File: src/rtl/fib_controller.sv
// Fibonacci sequencing controller: drives a shared 4-bit ALU one operation per cycle to compute F(n) mod 16.
// Optional sticky overflow output enabled by defining FIB_OVF_EN.
module fib_controller #(
  parameter int size = 4
) (
  input  logic            clk,
  input  logic            rst_n,
  input  logic            start,
  input  logic [size-1:0] n_in,
  input  logic [size-1:0] alu_out,
  input  logic            alu_zero,
  output logic [size-2:0] opcode,
  output logic [size-1:0] alu_a,
  output logic [size-1:0] alu_b,
  output logic [size-1:0] result,
  output logic            busy,
  output logic            done
`ifdef FIB_OVF_EN
  ,
  output logic            ovf
`endif
);

  typedef enum logic [2:0] {
    IDLE = 3'd0,
    LOAD = 3'd1,
    INIT = 3'd2,
    DEC  = 3'd3,
    ADD  = 3'd4,
    SWAP = 3'd5,
    DONE = 3'd6
  } state_t;

  localparam logic [2:0] OP_NOP    = 3'b000;
  localparam logic [2:0] OP_ONE    = 3'b001;
  localparam logic [2:0] OP_DEC    = 3'b011;
  localparam logic [2:0] OP_PASS_A = 3'b100;
  localparam logic [2:0] OP_ADD    = 3'b110;
  localparam logic [2:0] OP_PASS_B = 3'b111;

  state_t          state, state_next;
  logic [size-1:0] n_q, cnt, a_reg, b_reg, t_reg;

  always_ff @(posedge clk or negedge rst_n) begin
    if (!rst_n) begin
      state  <= IDLE;
      n_q    <= '0;
      cnt    <= '0;
      a_reg  <= '0;
      b_reg  <= '0;
      t_reg  <= '0;
      result <= '0;
`ifdef FIB_OVF_EN
      ovf    <= 1'b0;
`endif
    end else begin
      state <= state_next;
      case (state)
        IDLE: begin
          if (start) begin
            n_q <= n_in;
`ifdef FIB_OVF_EN
            ovf <= 1'b0;
`endif
          end
        end
        LOAD: begin
          cnt <= alu_out;
          if (alu_zero) result <= '0;
        end
        INIT: begin
          b_reg <= alu_out;
          a_reg <= '0;
        end
        DEC: begin
          cnt <= alu_out;
          if (alu_zero) result <= b_reg;
        end
        ADD: begin
          t_reg <= alu_out;
`ifdef FIB_OVF_EN
          // A wrapped modulo sum is always smaller than either addend
          ovf   <= ovf | (alu_out < a_reg);
`endif
        end
        SWAP: begin
          a_reg <= alu_out;
          b_reg <= t_reg;
        end
        default: ;
      endcase
    end
  end

  // ALU controls are Moore outputs; only the next state looks at the ALU result
  always_comb begin
    state_next = state;
    opcode     = OP_NOP;
    alu_a      = '0;
    alu_b      = '0;
    busy       = 1'b1;
    done       = 1'b0;
    case (state)
      IDLE: begin
        busy = 1'b0;
        if (start) state_next = LOAD;
      end
      LOAD: begin
        opcode     = OP_PASS_A;
        alu_a      = n_q;
        state_next = alu_zero ? DONE : INIT;
      end
      INIT: begin
        opcode     = OP_ONE;
        state_next = DEC;
      end
      DEC: begin
        opcode     = OP_DEC;
        alu_a      = cnt;
        state_next = alu_zero ? DONE : ADD;
      end
      ADD: begin
        opcode     = OP_ADD;
        alu_a      = a_reg;
        alu_b      = b_reg;
        state_next = SWAP;
      end
      SWAP: begin
        opcode     = OP_PASS_B;
        alu_b      = b_reg;
        state_next = DEC;
      end
      DONE: begin
        done       = 1'b1;
        state_next = IDLE;
      end
      default: state_next = IDLE;
    endcase
  end

endmodule

File: config.mk
export PLATFORM = sky130hd
export DESIGN_NAME = fib_controller
export DESIGN_NICKNAME = d
export VERILOG_FILES = /design/src/rtl/fib_controller.sv
export SDC_FILE = /design/constraint.sdc
export NUM_CORES = 1
export LEC_CHECK = 0
export CORE_ASPECT_RATIO = 0.8
export CORE_UTILIZATION = 50
export CTS_BUF_LIST = sky130_fd_sc_hd__clkbuf_2 sky130_fd_sc_hd__clkbuf_4 sky130_fd_sc_hd__clkbuf_8
export CTS_CLUSTER_SIZE = 40
export DETAILED_ROUTE_END_ITERATION = 12
export PLACE_DENSITY = 0.78
export SETUP_SLACK_MARGIN = 0.02
export SLEW_MARGIN = 25
export SYNTH_ARGS = -nofsm -noshare
export SYNTH_HDL_FRONTEND = slang
export SYNTH_SLANG_ARGS = --single-unit
File: constraint.sdc
create_clock -name clk -period 1.5 [get_ports clk]
set_input_delay 0.375 -clock clk [delete_from_list [all_inputs] [get_ports clk]]
set_output_delay 0.375 -clock clk [all_outputs]
set_load 0.005 [all_outputs]
==> impl_metrics.ini, run 1 <==
; physical design summary
[cells_and_area]
seq_cells = 27
clkbuf_count = 3
logic_area_sq_um = 833.3
final_util_pct = 90.92
drive_above_1_share_pct = 55.61
final-instance-count-excl-fill = 250

[status]
status = complete, but fails checks
violations = setup timing

[setup_path]
required_ns = 1.12
cp_num_cells = 6
timing.rr.end = t_reg[3]
r2r_cells = 6
worst_path_max_delay_cell = dfrtp_2
worst-path-max-fanout = 5

[pwr]
p_seq_share_pct = 25.4
p_comb_mw = 3.77
p_clk_mw = 0.339

[sta]
fin_hold_ws_ns = 0.3884
setup_viol_count_final = 23
setup_ws_ns = -0.5876
worst_pin_slew_ns = 0.3705
rsz0062_at_grt = yes
fin_skew_ns = 0.005369
fin_crit_sh_pct = 139.2

[synth]
synthXorXnorAreaFrac_pct = 0
top_cells_by_count = 27 x dfrtp_1, 13 x nand2_1, 10 x nor2_1, 10 x o21ai_0, 9 x a21oi_1
syn_area_per_cell_sq_um = 10.14
yosys.area_share.aoi_pct = 14.56
ys_ff = 27
edf_count = 0
yosysTopAreaCellShare_pct = 47.96
area_leaders = dfrtp_1 48%, mux2_2 6.4%, mux2_4 4.3%, o21ai_0 3.6%, o22ai_1 3.6%
async_flop_share_pct = 100.0

[route]
route.detailed.drc = 0
post_drt_via_cell_ratio = 6.128
top_layer_used = met4

[clock_tree]
cts_buffer_depth = 2

[placement]
pre_cts_slack_ns = -0.3965

[floorplanning]
die_y_um = 49.48
core_sq_um = 2562

[flow_run]
warnings = 28
maxCapViolations = 0

[global_routing]
overflow = 0
Figure 1. A small window of the routed layout (run 1).
Window x 16 to 46, y 0 to 30 um. Cells in grey, sequential cells in the stronger grey; small squares are vias.
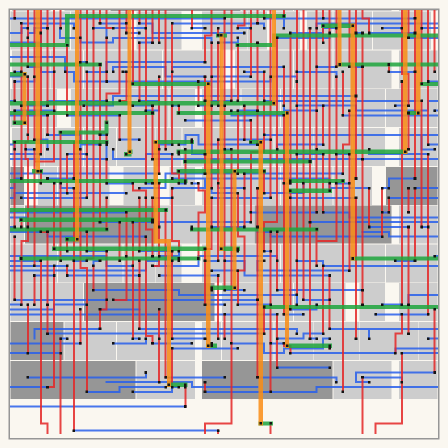
Key: blue = M1; orange = M4; green = M3; red = M2
Most frequent: buf_4 (11), buf_6 (10), clkdlybuf4s50_1 (5). 74 logic cells have their middle in the window. Netlist names of flops here include n_q (2). Sequential cells in the window: 5.

Figure 2. Routed metal per tile (run 1).
Scale: 6 px per um. The die is cut into 12 by 10 equal tiles; white is low, dark blue is high, scaled to the fullest tile. Values are wire area over tile area, all layers added.
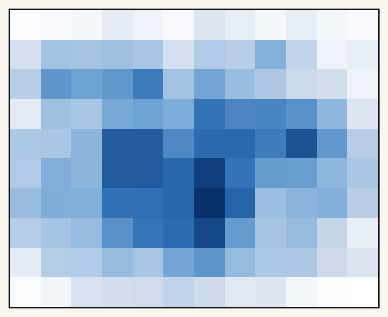
The mean over all tiles is 0.30. The emptiest ninth of the die: north-east. The fullest tile reaches 0.76. The densest ninth of the die: centre. 32% of the tiles are over half the peak. 2.5% of the tiles are nearly empty.
Routed WL: 5437 um
total number of vias: 1532
gr usage total: 32.95%
routed len/inst: 21.75 um

Figure 3. Metal 4 (run 1).
Scale: 8 px per um. Supply wires on this layer in grey.
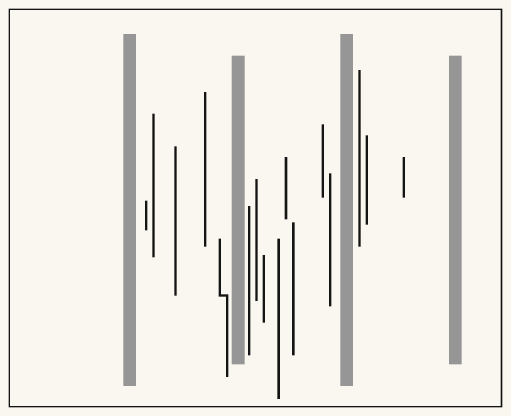
The layer holds 4.1% of the routed length. The longest straight run is 21.8 um. The wires run mostly vertical. 16 nets have wire on it.

--- run 2 (diff from run 1) ---
- CAP_MARGIN: not set -> 20
Figure 4. Gate-type map (run 2).
Scale: 10 px per um.
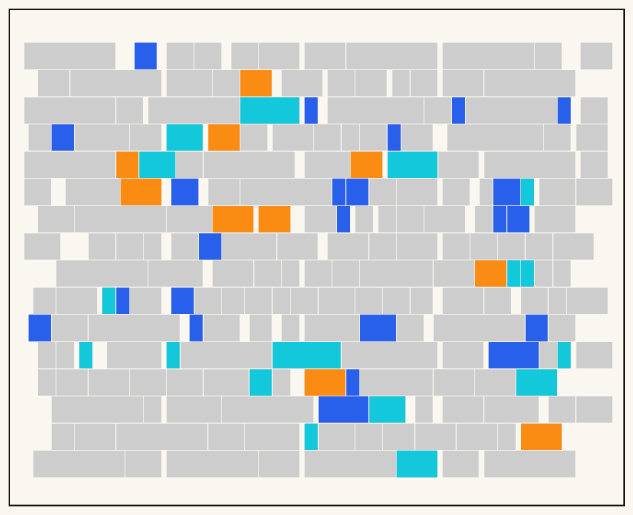
Key: blue = nand cells [cells 23]; orange = and/or cells [cells 10]; cyan = nor cells [cells 17]

Figure 5. A small window of the routed layout (run 2).
Window x 16 to 46, y 0 to 30 um. Cells in grey, sequential cells in the stronger grey; small squares are vias.
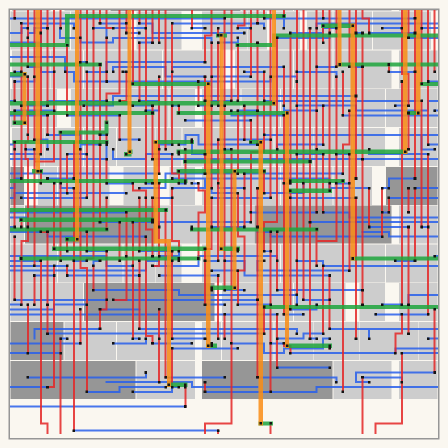
Key: red = M2; orange = M4; green = M3; blue = M1
74 logic cells have their middle in the window. Netlist names of flops here include n_q (2). Sequential cells in the window: 5. Most frequent: buf_4 (11), buf_6 (10), clkdlybuf4s50_1 (5).

==> impl_metrics.ini, run 2 <==
; physical design summary
[sta]
fin_crit_sh_pct = 139.2
rsz0062_at_grt = yes
fin_hold_ws_ns = 0.3884
setup_viol_count_final = 23
worst_pin_slew_ns = 0.3705
setup_ws_ns = -0.5876

[cells_and_area]
clkbuf_count = 3
seq_cells = 27
final_util_pct = 90.92

[status]
violations = setup timing
status = complete, but fails checks

[pwr]
p_clk_mw = 0.339
p_seq_share_pct = 25.4
p_comb_mw = 3.77

[flow_run]
warnings = 28
maxCapViolations = 0

[route]
top_layer_used = met4
wire_per_inst_um = 21.75
route.detailed.drc = 0
vias = 1532

[synth]
top_cells_by_count = 27 x dfrtp_1, 13 x nand2_1, 10 x nor2_1, 10 x o21ai_0, 9 x a21oi_1
syn_area_per_cell_sq_um = 10.14

[setup_path]
cp_num_cells = 6
worst-path-max-fanout = 5

[clock_tree]
cts_buffer_depth = 2
